### src/rtl/fft_pkg.sv
// Shared definitions for the radix-2 DIT FFT address-generation unit:
// FSM state encoding, geometry helpers and the write-back record carried
// through the read-to-write delay line.
package fft_pkg;

    // Sequencer states
    typedef enum logic [1:0] {
        IDLE = 2'd0,
        RUN  = 2'd1,
        GAP  = 2'd2,
        DONE = 2'd3
    } fft_agu_state_t;

    // Widest address the write-back record can carry (N_LOG2 must not exceed it)
    localparam int unsigned FFT_ADDR_W_MAX = 16;

    // Transform size N
    function automatic int unsigned fft_n(input int unsigned n_log2);
        return 32'd1 << n_log2;
    endfunction

    // Butterflies per stage, N/2
    function automatic int unsigned fft_half(input int unsigned n_log2);
        return 32'd1 << (n_log2 - 32'd1);
    endfunction

    // Stage-counter width, clog2(N_LOG2) but never below one bit
    function automatic int unsigned fft_stage_w(input int unsigned n_log2);
        return (n_log2 <= 32'd2) ? 32'd1 : 32'($clog2(n_log2));
    endfunction

    // One write-back slot: strobe plus the operand-pair destination
    typedef struct packed {
        logic                      valid;
        logic [FFT_ADDR_W_MAX-1:0] addr0;
        logic [FFT_ADDR_W_MAX-1:0] addr1;
    } fft_wb_rec_t;

endpackage

### src/rtl/fft_agu_delay.sv
// DEPTH-stage shift register carrying {valid, addr0, addr1} from the read
// issue point to the write-back point. DEPTH=0 is a pure pass-through.
// Ports:
//   clk_i                       clock
//   clr_i                       synchronous clear of every slot
//   in_valid_i/in_addr0_i/1_i   record entering the line
//   out_valid_o/out_addr0_o/1_o record leaving the line DEPTH cycles later
module fft_agu_delay
    import fft_pkg::*;
#(
    parameter int unsigned DEPTH  = 1,
    parameter int unsigned ADDR_W = 5
) (
    input  logic              clk_i,
    input  logic              clr_i,
    input  logic              in_valid_i,
    input  logic [ADDR_W-1:0] in_addr0_i,
    input  logic [ADDR_W-1:0] in_addr1_i,
    output logic              out_valid_o,
    output logic [ADDR_W-1:0] out_addr0_o,
    output logic [ADDR_W-1:0] out_addr1_o
);

    if (DEPTH == 0) begin : g_pass
        assign out_valid_o = in_valid_i;
        assign out_addr0_o = in_addr0_i;
        assign out_addr1_o = in_addr1_i;

        // Clock and clear have no job without storage
        logic unused_ctl;
        assign unused_ctl = clk_i ^ clr_i;
    end else begin : g_pipe
        fft_wb_rec_t pipe_q [DEPTH];

        // Shift one slot per cycle; clear drops everything in flight
        always_ff @(posedge clk_i) begin
            if (clr_i) begin
                for (int i = 0; i < DEPTH; i++) begin
                    pipe_q[i] <= '0;
                end
            end else begin
                pipe_q[0].valid <= in_valid_i;
                pipe_q[0].addr0 <= FFT_ADDR_W_MAX'(in_addr0_i);
                pipe_q[0].addr1 <= FFT_ADDR_W_MAX'(in_addr1_i);
                for (int i = 1; i < DEPTH; i++) begin
                    pipe_q[i] <= pipe_q[i-1];
                end
            end
        end

        assign out_valid_o = pipe_q[DEPTH-1].valid;
        assign out_addr0_o = pipe_q[DEPTH-1].addr0[ADDR_W-1:0];
        assign out_addr1_o = pipe_q[DEPTH-1].addr1[ADDR_W-1:0];

        // Upper address bits of the record are always zero here
        logic unused_hi;
        assign unused_hi = ^pipe_q[DEPTH-1];
    end

endmodule

### src/rtl/fft_agu_ctrl.sv
// Control/address generator for an in-place radix-2 DIT FFT driving a shared
// butterfly. Walks N_LOG2 stages of N/2 butterflies, issues operand read
// addresses plus twiddle index, and re-issues the same addresses as write-back
// D = RD_LATENCY + BF_LATENCY cycles later. A D-cycle gap between stages keeps
// every read of stage s+1 behind the final write of stage s.
// Optional feature macro: FFT_AGU_INV_EN adds inverse (in) and tw_conj (out).
// Ports:
//   clk, rst (sync, active high), start
//   busy, done                    run status / completion pulse
//   rd_en, rd_addr0/1, tw_addr    operand read and twiddle index
//   wr_en, wr_addr0/1             delayed write-back
//   stage                         current stage (status only)
module fft_agu_ctrl
    import fft_pkg::*;
#(
    parameter int unsigned N_LOG2     = 5,
    parameter int unsigned RD_LATENCY = 1,
    parameter int unsigned BF_LATENCY = 0
) (
    input  logic                             clk,
    input  logic                             rst,
    input  logic                             start,
`ifdef FFT_AGU_INV_EN
    input  logic                             inverse,
`endif
    output logic                             busy,
    output logic                             done,
    output logic                             rd_en,
    output logic [N_LOG2-1:0]                rd_addr0,
    output logic [N_LOG2-1:0]                rd_addr1,
    output logic [N_LOG2-2:0]                tw_addr,
`ifdef FFT_AGU_INV_EN
    output logic                             tw_conj,
`endif
    output logic                             wr_en,
    output logic [N_LOG2-1:0]                wr_addr0,
    output logic [N_LOG2-1:0]                wr_addr1,
    output logic [fft_stage_w(N_LOG2)-1:0]   stage
);

    localparam int unsigned D    = RD_LATENCY + BF_LATENCY;
    localparam int unsigned HALF = fft_half(N_LOG2);
    localparam int unsigned SW   = fft_stage_w(N_LOG2);
    localparam int unsigned KW   = N_LOG2 - 1;
    localparam int unsigned TW   = N_LOG2 - 1;
    localparam int unsigned GW   = (D <= 1) ? 1 : $clog2(D);

    fft_agu_state_t  state_q;
    logic [SW-1:0]   s_q, s_d;
    logic [KW-1:0]   k_q, k_d;
    logic [GW-1:0]   gap_q;
    logic            busy_q, done_q, rd_en_q;
    logic [N_LOG2-1:0] rd_addr0_q, rd_addr1_q;
    logic [TW-1:0]   tw_q;
    logic            k_last_c, s_last_c, issue_c;
`ifdef FFT_AGU_INV_EN
    logic            inv_q, tw_conj_q;
`endif

    // x0 address: insert a zero at bit s of k, i.e. (k>>s)<<(s+1) | (k & (half-1))
    function automatic logic [N_LOG2-1:0] addr0_f(input logic [SW-1:0] s, input logic [KW-1:0] k);
        logic [N_LOG2-1:0] kk, mask;
        kk   = N_LOG2'(k);
        mask = (N_LOG2'(1) << s) - N_LOG2'(1);
        return ((kk & ~mask) << 1) | (kk & mask);
    endfunction

    // Twiddle index: j scaled so every stage indexes the same N/2-entry ROM
    function automatic logic [TW-1:0] tw_f(input logic [SW-1:0] s, input logic [KW-1:0] k);
        logic [N_LOG2-1:0] kk, mask;
        kk   = N_LOG2'(k);
        mask = (N_LOG2'(1) << s) - N_LOG2'(1);
        return TW'((kk & mask) << (N_LOG2 - 1 - 32'(s)));
    endfunction

    // Decide whether a butterfly read goes out on the next edge, and which one
    always_comb begin
        k_last_c = (k_q == KW'(HALF - 1));
        s_last_c = (s_q == SW'(N_LOG2 - 1));
        s_d      = s_q + SW'(1);
        k_d      = '0;
        issue_c  = 1'b0;
        if (state_q == IDLE) begin
            s_d = '0;
        end else if (state_q == RUN && !k_last_c) begin
            s_d = s_q;
            k_d = k_q + KW'(1);
        end
        case (state_q)
            IDLE:    issue_c = start;
            RUN:     issue_c = !k_last_c || (D == 0 && !s_last_c);
            GAP:     issue_c = (gap_q == '0) && !s_last_c;
            default: issue_c = 1'b0;
        endcase
    end

    // Sequencer with registered read-side outputs
    always_ff @(posedge clk) begin
        if (rst) begin
            state_q    <= IDLE;
            s_q        <= '0;
            k_q        <= '0;
            gap_q      <= '0;
            busy_q     <= 1'b0;
            done_q     <= 1'b0;
            rd_en_q    <= 1'b0;
            rd_addr0_q <= '0;
            rd_addr1_q <= '0;
            tw_q       <= '0;
`ifdef FFT_AGU_INV_EN
            inv_q      <= 1'b0;
            tw_conj_q  <= 1'b0;
`endif
        end else begin
            rd_en_q <= issue_c;
            done_q  <= 1'b0;
            if (issue_c) begin
                s_q        <= s_d;
                k_q        <= k_d;
                rd_addr0_q <= addr0_f(s_d, k_d);
                rd_addr1_q <= addr0_f(s_d, k_d) | (N_LOG2'(1) << s_d);
                tw_q       <= tw_f(s_d, k_d);
            end else begin
                rd_addr0_q <= '0;
                rd_addr1_q <= '0;
                tw_q       <= '0;
            end
`ifdef FFT_AGU_INV_EN
            // First read of a run uses the live input, later reads the latched copy
            tw_conj_q <= issue_c & ((state_q == IDLE) ? inverse : inv_q);
`endif
            case (state_q)
                IDLE: begin
                    if (start) begin
                        state_q <= RUN;
                        busy_q  <= 1'b1;
`ifdef FFT_AGU_INV_EN
                        inv_q   <= inverse;
`endif
                    end
                end
                RUN: begin
                    if (k_last_c) begin
                        if (D != 0) begin
                            state_q <= GAP;
                            gap_q   <= GW'(D - 1);
                        end else if (s_last_c) begin
                            state_q <= DONE;
                            done_q  <= 1'b1;
                        end
                    end
                end
                GAP: begin
                    if (gap_q == '0) begin
                        if (s_last_c) begin
                            state_q <= DONE;
                            done_q  <= 1'b1;
                        end else begin
                            state_q <= RUN;
                        end
                    end else begin
                        gap_q <= gap_q - GW'(1);
                    end
                end
                DONE: begin
                    state_q <= IDLE;
                    busy_q  <= 1'b0;
                    s_q     <= '0;
                end
                default: state_q <= IDLE;
            endcase
        end
    end

    // Write-back follows the read strobe by the memory + butterfly depth
    fft_agu_delay #(
        .DEPTH  (D),
        .ADDR_W (N_LOG2)
    ) u_delay (
        .clk_i       (clk),
        .clr_i       (rst),
        .in_valid_i  (rd_en_q),
        .in_addr0_i  (rd_addr0_q),
        .in_addr1_i  (rd_addr1_q),
        .out_valid_o (wr_en),
        .out_addr0_o (wr_addr0),
        .out_addr1_o (wr_addr1)
    );

    assign busy     = busy_q;
    assign done     = done_q;
    assign rd_en    = rd_en_q;
    assign rd_addr0 = rd_addr0_q;
    assign rd_addr1 = rd_addr1_q;
    assign tw_addr  = tw_q;
    assign stage    = s_q;
`ifdef FFT_AGU_INV_EN
    assign tw_conj  = tw_conj_q;
`endif

endmodule

### config.mk
export PLATFORM = sky130hd
export DESIGN_NAME = fft_agu_ctrl
export DESIGN_NICKNAME = d
export VERILOG_FILES = /design/src/rtl/fft_pkg.sv /design/src/rtl/fft_agu_delay.sv /design/src/rtl/fft_agu_ctrl.sv
export SDC_FILE = /design/constraint.sdc
export NUM_CORES = 1
export LEC_CHECK = 0
export CORE_MARGIN = 3
export CORE_UTILIZATION = 50
export DETAILED_ROUTE_END_ITERATION = 12
export GPL_TIMING_DRIVEN = 0
export PLACE_DENSITY = 0.78
export REMOVE_ABC_BUFFERS = 1
export SLEW_MARGIN = 20
export SYNTH_ARGS = -nofsm -noshare
export SYNTH_HDL_FRONTEND = slang
export SYNTH_SLANG_ARGS = --single-unit
### constraint.sdc
create_clock -name clk -period 3.49 [get_ports clk]
set_clock_uncertainty 0.2 [all_clocks]
set_input_delay 1.047 -clock clk [delete_from_list [all_inputs] [get_ports clk]]
set_output_delay 1.047 -clock clk [all_outputs]
set_load 0.01 [all_outputs]
==> flow_metrics.py, run 1 <==
# Synthesis and PnR figures
metrics = {
    "place": {
        "post_place_cells": 258,
        "gp_routability_congestion": 0.869,
        "port-buffer-count": 33,
        "dp_hpwl_mm": 2.92,
        "placement.setup.worst_slack_ns": -0.0538,
        "dpl-instance-area_um2": 2060,
    },
    "yosys": {
        "yosys_cells": 191,
        "synth-main-ff-cell": "dfxtp_1",
        "postSynthCellCount": 191,
        "synth_chip_area_um2": 1730,
        "post_synth_instance_area_um2": 1730,
        "largest_area_cell": "dfxtp_1",
        "common_cells": "dfxtp_1, nor2_1, a21oi_1, nor2b_1, inv_1",
        "postSynthRegisterBits": 37,
        "ys_seq_share_pct": 42.9,
        "async_reset_ff_share_pct": 0,
        "syn_avg_cell_area_um2": 9.05,
        "synth-edff-count": 0,
        "post_synth_main_area_contributors": "dfxtp_1, nor2b_1, nor2_1",
        "yosysMostFrequentCell": "dfxtp_1",
        "synth_warnings": 0,
        "netlist-cell-type-count": 51,
        "synth_largest_type_area_fraction_pct": 42.9,
    },
    "finish": {
        "seqAreaFraction_pct": 35.1,
        "commonest_cells_after_routing_fill_and_taps_aside": "dfxtp_1, clkdlybuf4s50_1, nor2_1",
        "register_area_um2": 744,
        "post_layout_nonfiller_instances": 266,
        "number_of_combinational_gates_with_multiple_inputs": 134,
        "inverters_excl_clock": 10,
        "layout_top_cell_excl_fill_tap": "dfxtp_1",
        "layout.nonclk_buf_share_pct": 15.6,
        "comb-cell-share_pct": 42.6,
        "flow.area_growth_from_synthesis_pct": 22.8,
        "buffers": 33,
        "fill_cells": 265,
        "finalNetCount": 230,
        "ff_count": 37,
        "final_cell_area_um2": 2120,
        "num-clock-buffers": 6,
        "comb_area_um2": 903,
        "finalCoreUtilization_pct": 66.8,
        "top_cell_category": "logic gates",
        "largest_register_ff_count": 11,
        "regMostFlops": "u_delay.g_pipe.pipe_q",
        "layout-drive-gt1-share_pct": 8.11,
        "insertedDiodeCount": 0,
        "clkCellAreaFrac_pct": 2.42,
    },
    "cts": {
        "cts_hold_repair.buffers": 0,
        "clk_pin_slew_ns": 0.11,
        "cts_resized": 1,
        "cts_tree": "yes",
        "ctsHtreeMaxLevel": 2,
        "clockRootBuffer": "clkbuf_4",
        "insertion_delay_ns": 0.34,
        "cts_inserted_buffers": 5,
        "ctsLongestPathBuffers": 2,
        "post_cts_buffers": 0,
        "numClockSinks": 37,
    },
    "hold_path": {
        "hold_sp": "rd_addr1[2]$_SDFF_PP0_",
        "hold_path.class": "reg -> reg",
        "worst_hold_path.num_cells": 1,
        "holdPathEnd": "u_delay.g_pipe.pipe_q[0][2]$_SDFF_PP0_",
    },
    "setup_path": {
        "data_arrival_time_of_the_critical_path_ns": 3.31,
        "largest_stage_delay_on_the_critical_path_ns": 0.51,
        "regToRegEndpoint": "tw_addr[3]$_SDFF_PP0_",
        "crit_path_top_delay_cell": "dfxtp_1",
        "path_class": "reg -> reg",
        "capturing_instance_or_port_of_the_critical_path": "tw_addr[3]$_SDFF_PP0_",
        "rr_startpoint": "stage[1]$_SDFFE_PP0P_",
        "kind_of_launch_point_of_the_worst_setup_path": "flip-flop",
        "worstRegToRegCells": 11,
        "endpoint_kind": "flip-flop",
        "timing.reg2reg.setup_slack_ns": 0.21,
        "worstPathMaxFanout": 8,
        "cp-startpoint": "stage[1]$_SDFFE_PP0P_",
        "critical_path_required_ns": 3.51,
        "timing.critical_path.cells": "inv_1 > ha_1 > nor2b_1 > a221o_1 > ha_2 > inv_1 > ha_1 > or2_2 > mux2i_1 > a21oi_1 > nor4_1",
    },
    "run": {
        "warning_count": 27,
        "max_cap_viol_count": 0,
    },
    "drt": {
        "number_of_vias_per_cell": 5.57,
        "drt-pass1-iter-count": 4,
        "vias": 1481,
        "drt-wirelength-per-cell_um": 14.3,
        "drc": 0,
        "drtAntennaViolNets": 0,
        "initialDrtViolationCount": 72,
        "finalWirelength_mm": 3.81,
    },
    "power_and_ir_drop": {
        "ir_drop_mv": 0.186,
        "p_sw_w": 0.000187,
        "share_comb_of_total_power_pct": 10.2,
        "power_leader": "registers",
        "leakage_nw": 0.834,
        "swShare_pct": 25.7,
        "p_int_w": 0.000542,
        "post-layout-total-power_w": 0.000730,
        "powerDensity_nw_per_um2": 344,
        "pwr.group.sequential_w": 0.000445,
        "pwr-share-seq_pct": 60.9,
        "pwr-share-clk_pct": 28.9,
        "clockNetworkPower_w": 0.000211,
        "power.combinational.total_w": 0.0000745,
    },
    "grt": {
        "met3_usage_pct": 5.72,
        "number_of_global_route_vias_before_repair": 1380,
        "top_usage_layer": "met2",
        "met1_resource_use_gr_pct": 25.0,
        "grt_first_pass_wirelength_mm": 6.39,
        "antenna_found_initial": 0,
        "grt_max_degree": 23,
        "grt_use_total_pct": 19.7,
        "globalRouteMet2Util_pct": 32.4,
        "grt_overflow_total": 0,
    },
    "floorplanning": {
        "core_region_um2": 3180,
        "num_tap_cells": 44,
        "ios": 34,
        "floorplan.die.width_um": 64.8,
        "design.die.area_um2": 4200,
        "floorplan.rows": 20,
        "die-height_um": 64.8,
        "core_util_floorplan_pct": 54.4,
    },
    "final_timing": {
        "max_slew.worst_pin.slew_ns": 0.799,
        "drv_slew": 0,
        "setup_slack_ns": 0.208,
        "finalSetupTns_ns": 0,
        "maximum_clock_rate_ghz": 0.305,
        "fin_crit_ns": 3.28,
        "period_used_pct": 94.0,
        "unrepaired_setup_endpoints_after_global_routing": "no",
        "final-hold-violation-count": 0,
        "worst_hold_slack_ns": 0.270,
        "slew_headroom_pct": 46.6,
        "timing.final.setup_violations": 0,
    },
    "outcome": {
        "result_of_the_run": "completed",
    },
}
-- run 1: logic make-up (layout without fill, tap and decap cells) --
kind of cell	count (synthesis)	in the layout	synth area share [%]
AOI/OAI and AO/OA	44	44	19.7
xor gates and xnor gates	6	6	3.04
adders and majority gates	6	6	4.34
buffers and inverters	20	51	5.36
DFF	37	37	42.9
muxes	4	4	2.32
and+or+nand+nor	74	74	22.4
-- run 1: worst max-delay path: cells and delay by family, from the launching register on --
kind                       cells  cell delay (ns)
adders and majority gates      3             1.01
and+or+nand+nor                3             0.76
DFF                            1             0.51
AOI/OAI and AO/OA              2             0.38
buffers and inverters          2             0.16
muxes                          1             0.13
-- run 1: routing by layer --
layer	vias up	share of wire, %	wire length (µm)
li1	733	-	-
met1	685	44	1680
met2	58	47	1800
met3	5	7.5	285
met4	0	1.1	43
met5	-	0	0
Fig. 1: run 1, a small window of the routed layout
Region (0, 25) to (40, 65) µm. Cells in gray, sequential cells in the stronger gray; small squares are vias.
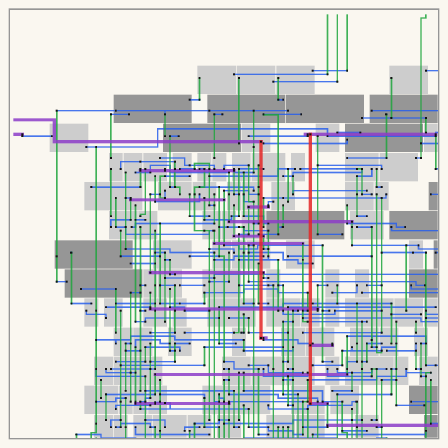
| layer | color |
|---|---|
| M1 | blue |
| M2 | green |
| M3 | purple |
| M4 | red |
most frequent: nor2_1 (11), dfxtp_1 (10), a21oi_1 (8)
sequential cells in the window: 10
netlist names of flops here include: tw_addr (3), k_q (2), rd_addr0 (2)
cells with their middle in the window: 100

Fig. 2: run 1, wiring by layer
Two of the layers only.
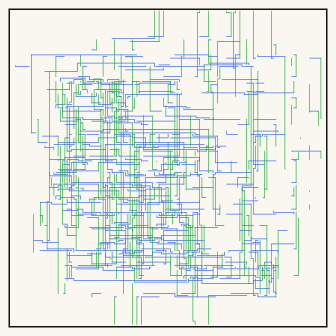
| layer | color | wire length |
|---|---|---|
| M2 | green | 1800 µm |
| M1 | blue | 1680 µm |

Fig. 3: run 1, wires at chosen ports, followed through buffers
Bar = 20 µm.
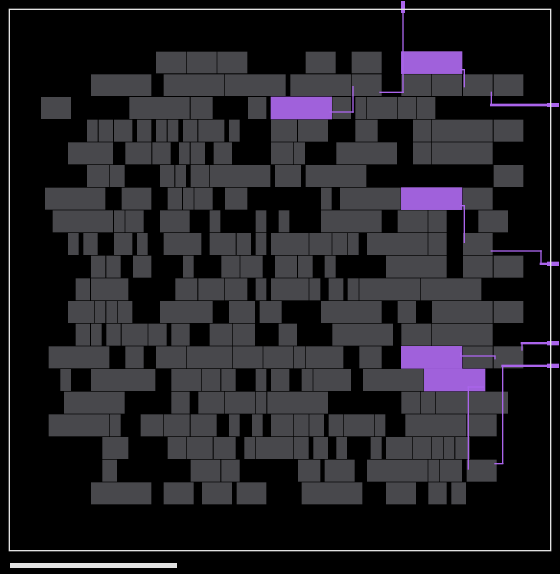
| port | color | bits | direction | edge | end cells | buffers | wire |
|---|---|---|---|---|---|---|---|
| wr_addr0 | purple | 5 | output | 4 right, 1 top | 5 | 5 | 80.2 µm |

==> inputs of run 2 (changes only) <==
--- a/config.mk
+++ b/config.mk
@@ -6,10 +6,9 @@
 export NUM_CORES = 1
 export LEC_CHECK = 0
 export CORE_MARGIN = 3
-export CORE_UTILIZATION = 50
+export CORE_UTILIZATION = 32
 export DETAILED_ROUTE_END_ITERATION = 12
 export GPL_TIMING_DRIVEN = 0
-export PLACE_DENSITY = 0.78
 export REMOVE_ABC_BUFFERS = 1
 export SLEW_MARGIN = 20
 export SYNTH_ARGS = -nofsm -noshare
Fig. 4: run 2, wires at chosen ports, followed through buffers
Bar = 20 µm.
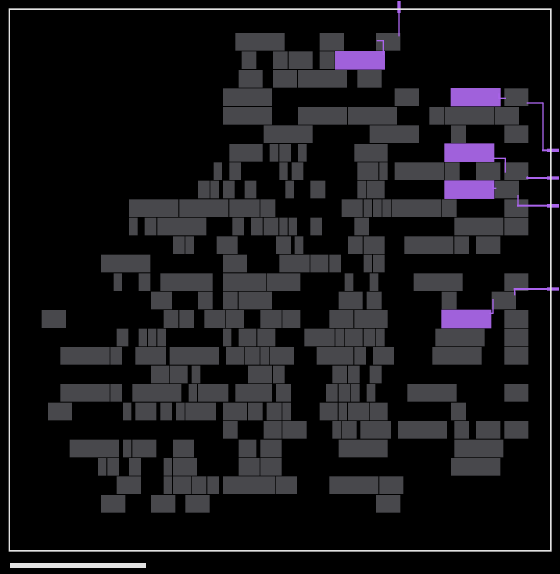
count of port buffers added during placement: 33
top-level I/O count: 34

Fig. 5: run 2, wiring by layer
Two of the layers only.
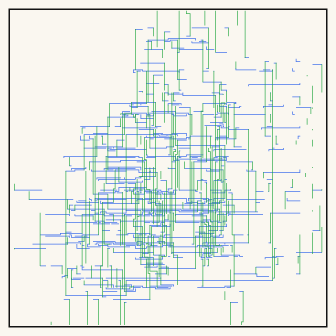
| layer | color | wire length |
|---|---|---|
| M2 | green | 1800 µm |
| M1 | blue | 1720 µm |

==> run 2 against run 1 <==
Against the previous run: count of clock-buffer cells in the layout down 1; non-clock buffer count did not move; clock power is 38% higher; critical path type unchanged.
==> flow_metrics.py, run 2 <==
# Synthesis and PnR figures
metrics = {
    "outcome": {
        "result_of_the_run": "completed",
    },
    "final_timing": {
        "slew_headroom_pct": 43.6,
        "worst_hold_slack_ns": 0.262,
        "drv_slew": 0,
        "finalSetupTns_ns": 0,
        "period_used_pct": 92.4,
        "timing.final.setup_violations": 0,
        "unrepaired_setup_endpoints_after_global_routing": "no",
        "final-hold-violation-count": 0,
        "fin_crit_ns": 3.22,
        "max_slew.worst_pin.slew_ns": 0.844,
        "maximum_clock_rate_ghz": 0.310,
        "setup_slack_ns": 0.266,
    },
    "drt": {
        "vias": 1408,
        "finalWirelength_mm": 3.74,
        "wl_met2_mm": 1.80,
        "drt-pass1-iter-count": 4,
        "met1Wirelength_mm": 1.72,
        "initialDrtViolationCount": 73,
        "number_of_vias_per_cell": 4.82,
        "drt-wirelength-per-cell_um": 12.8,
        "drc": 0,
        "drtAntennaViolNets": 0,
        "maxUsedRoutingLayer": "met4",
        "met3RoutedLength_um": 151,
    },
    "power_and_ir_drop": {
        "p_int_w": 0.000604,
        "share_comb_of_total_power_pct": 9.0,
        "pwr-share-seq_pct": 55.0,
        "leakage_nw": 0.845,
        "p_sw_w": 0.000205,
        "swShare_pct": 25.3,
        "powerDensity_nw_per_um2": 370,
        "pwr.group.sequential_w": 0.000445,
        "clockNetworkPower_w": 0.000291,
        "power_leader": "registers",
        "power.combinational.total_w": 0.0000731,
        "post-layout-total-power_w": 0.000809,
        "ir_drop_mv": 0.120,
        "pwr-share-clk_pct": 35.9,
    },
    "setup_path": {
        "data_arrival_time_of_the_critical_path_ns": 3.23,
        "worstPathMaxFanout": 8,
        "worstRegToRegCells": 11,
        "capturing_instance_or_port_of_the_critical_path": "tw_addr[3]$_SDFF_PP0_",
        "endpoint_kind": "flip-flop",
        "path_class": "reg -> reg",
        "rr_startpoint": "k_q[0]$_SDFFE_PP0P_",
        "kind_of_launch_point_of_the_worst_setup_path": "flip-flop",
        "cp-startpoint": "k_q[0]$_SDFFE_PP0P_",
        "critical_path_required_ns": 3.50,
        "timing.reg2reg.setup_slack_ns": 0.27,
        "regToRegEndpoint": "tw_addr[3]$_SDFF_PP0_",
    },
    "yosys": {
        "synth_largest_type_area_fraction_pct": 42.9,
        "netlist-cell-type-count": 51,
        "async_reset_ff_share_pct": 0,
        "ys_seq_share_pct": 42.9,
        "synth-edff-count": 0,
        "post_synth_instance_area_um2": 1730,
        "postSynthRegisterBits": 37,
        "syn_avg_cell_area_um2": 9.05,
        "post_synth_main_area_contributors": "dfxtp_1, nor2b_1, nor2_1",
        "synth_warnings": 0,
        "synth_chip_area_um2": 1730,
        "synth-main-ff-cell": "dfxtp_1",
        "common_cells": "dfxtp_1, nor2_1, a21oi_1, nor2b_1, inv_1",
        "yosys_cells": 191,
        "yosysMostFrequentCell": "dfxtp_1",
        "largest_area_cell": "dfxtp_1",
        "postSynthCellCount": 191,
    },
    "run": {
        "max_cap_viol_count": 0,
        "warning_count": 27,
    },
    "finish": {
        "comb_area_um2": 903,
        "seqAreaFraction_pct": 33.9,
        "insertedDiodeCount": 0,
        "largest_register_ff_count": 11,
        "ff_count": 37,
        "post_layout_nonfiller_instances": 292,
        "final_cell_area_um2": 2190,
        "register_area_um2": 742,
        "finalNetCount": 230,
        "flow.area_growth_from_synthesis_pct": 26.6,
        "finalCoreUtilization_pct": 42.3,
        "num-clock-buffers": 5,
        "layout-drive-gt1-share_pct": 8.56,
        "layout.nonclk_buf_share_pct": 15.1,
        "comb-cell-share_pct": 41.3,
        "clkCellAreaFrac_pct": 3.95,
        "layout_top_cell_excl_fill_tap": "dfxtp_1",
        "fill_cells": 515,
        "commonest_cells_after_routing_fill_and_taps_aside": "dfxtp_1, clkdlybuf4s50_1, nor2_1",
        "inverters_excl_clock": 10,
        "regMostFlops": "u_delay.g_pipe.pipe_q",
        "number_of_combinational_gates_with_multiple_inputs": 134,
        "top_cell_category": "logic gates",
        "buffers": 33,
    },
    "place": {
        "dpl-instance-area_um2": 2090,
        "placement.setup.worst_slack_ns": -0.0637,
        "dp_hpwl_mm": 2.71,
        "post_place_cells": 284,
        "gp_routability_congestion": 0.842,
    },
    "grt": {
        "grt_first_pass_wirelength_mm": 6.10,
        "globalRouteMet2Util_pct": 21.5,
        "top_usage_layer": "met2",
        "grt_use_total_pct": 12.4,
        "antenna_found_initial": 0,
        "grt_max_degree": 23,
        "number_of_global_route_vias_before_repair": 1289,
        "grt_overflow_total": 0,
        "met3_usage_pct": 3.61,
        "met1_resource_use_gr_pct": 14.3,
    },
    "hold_path": {
        "holdPathEnd": "u_delay.g_pipe.pipe_q[0][2]$_SDFF_PP0_",
        "hold_path.class": "reg -> reg",
        "hold_sp": "rd_addr1[2]$_SDFF_PP0_",
        "worst_hold_path.num_cells": 1,
    },
    "cts": {
        "clockRootBuffer": "clkbuf_8",
        "cts_tree": "yes",
        "insertion_delay_ns": 0.29,
        "cts_resized": 1,
        "post_cts_buffers": 0,
        "cts_hold_repair.buffers": 0,
        "clk_pin_slew_ns": 0.08,
        "ctsLongestPathBuffers": 2,
        "ctsHtreeMaxLevel": 2,
    },
    "floorplanning": {
        "floorplan.rows": 26,
        "floorplan.die.width_um": 79.5,
        "core_region_um2": 5170,
        "die-height_um": 79.5,
        "num_tap_cells": 70,
        "core_util_floorplan_pct": 33.4,
        "design.die.area_um2": 6320,
    },
}
Fig. 6: run 2, clock routing
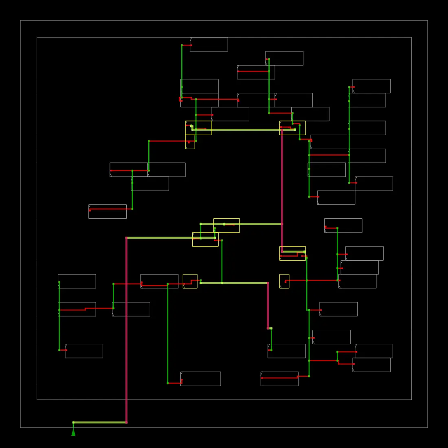
CTS buffer count: 5
sink count of the clock tree: 37

## run 2: worst max-delay path: stages, from the launching register on
cell and delay (ns):
dfxtp_1 0.36, ha_1 0.34, a31o_4 0.30, a31oi_1 0.36, nand2_1 0.20, ha_2 0.28
inv_1 0.07, ha_1 0.24, or2_2 0.32, mux2i_1 0.15, a21oi_1 0.09, nor4_1 0.23
## run 2: cell families after synthesis
logic type / Yosys count / share of synthesized area [%]
AOI/OAI and AO/OA: 44 / 19.7
xor gates and xnor gates: 6 / 3.04
adders and majority gates: 6 / 4.34
buffers and inverters: 20 / 5.36
DFF: 37 / 42.9
muxes: 4 / 2.32
and+or+nand+nor: 74 / 22.4
Power and IR drop assume default switching activity.
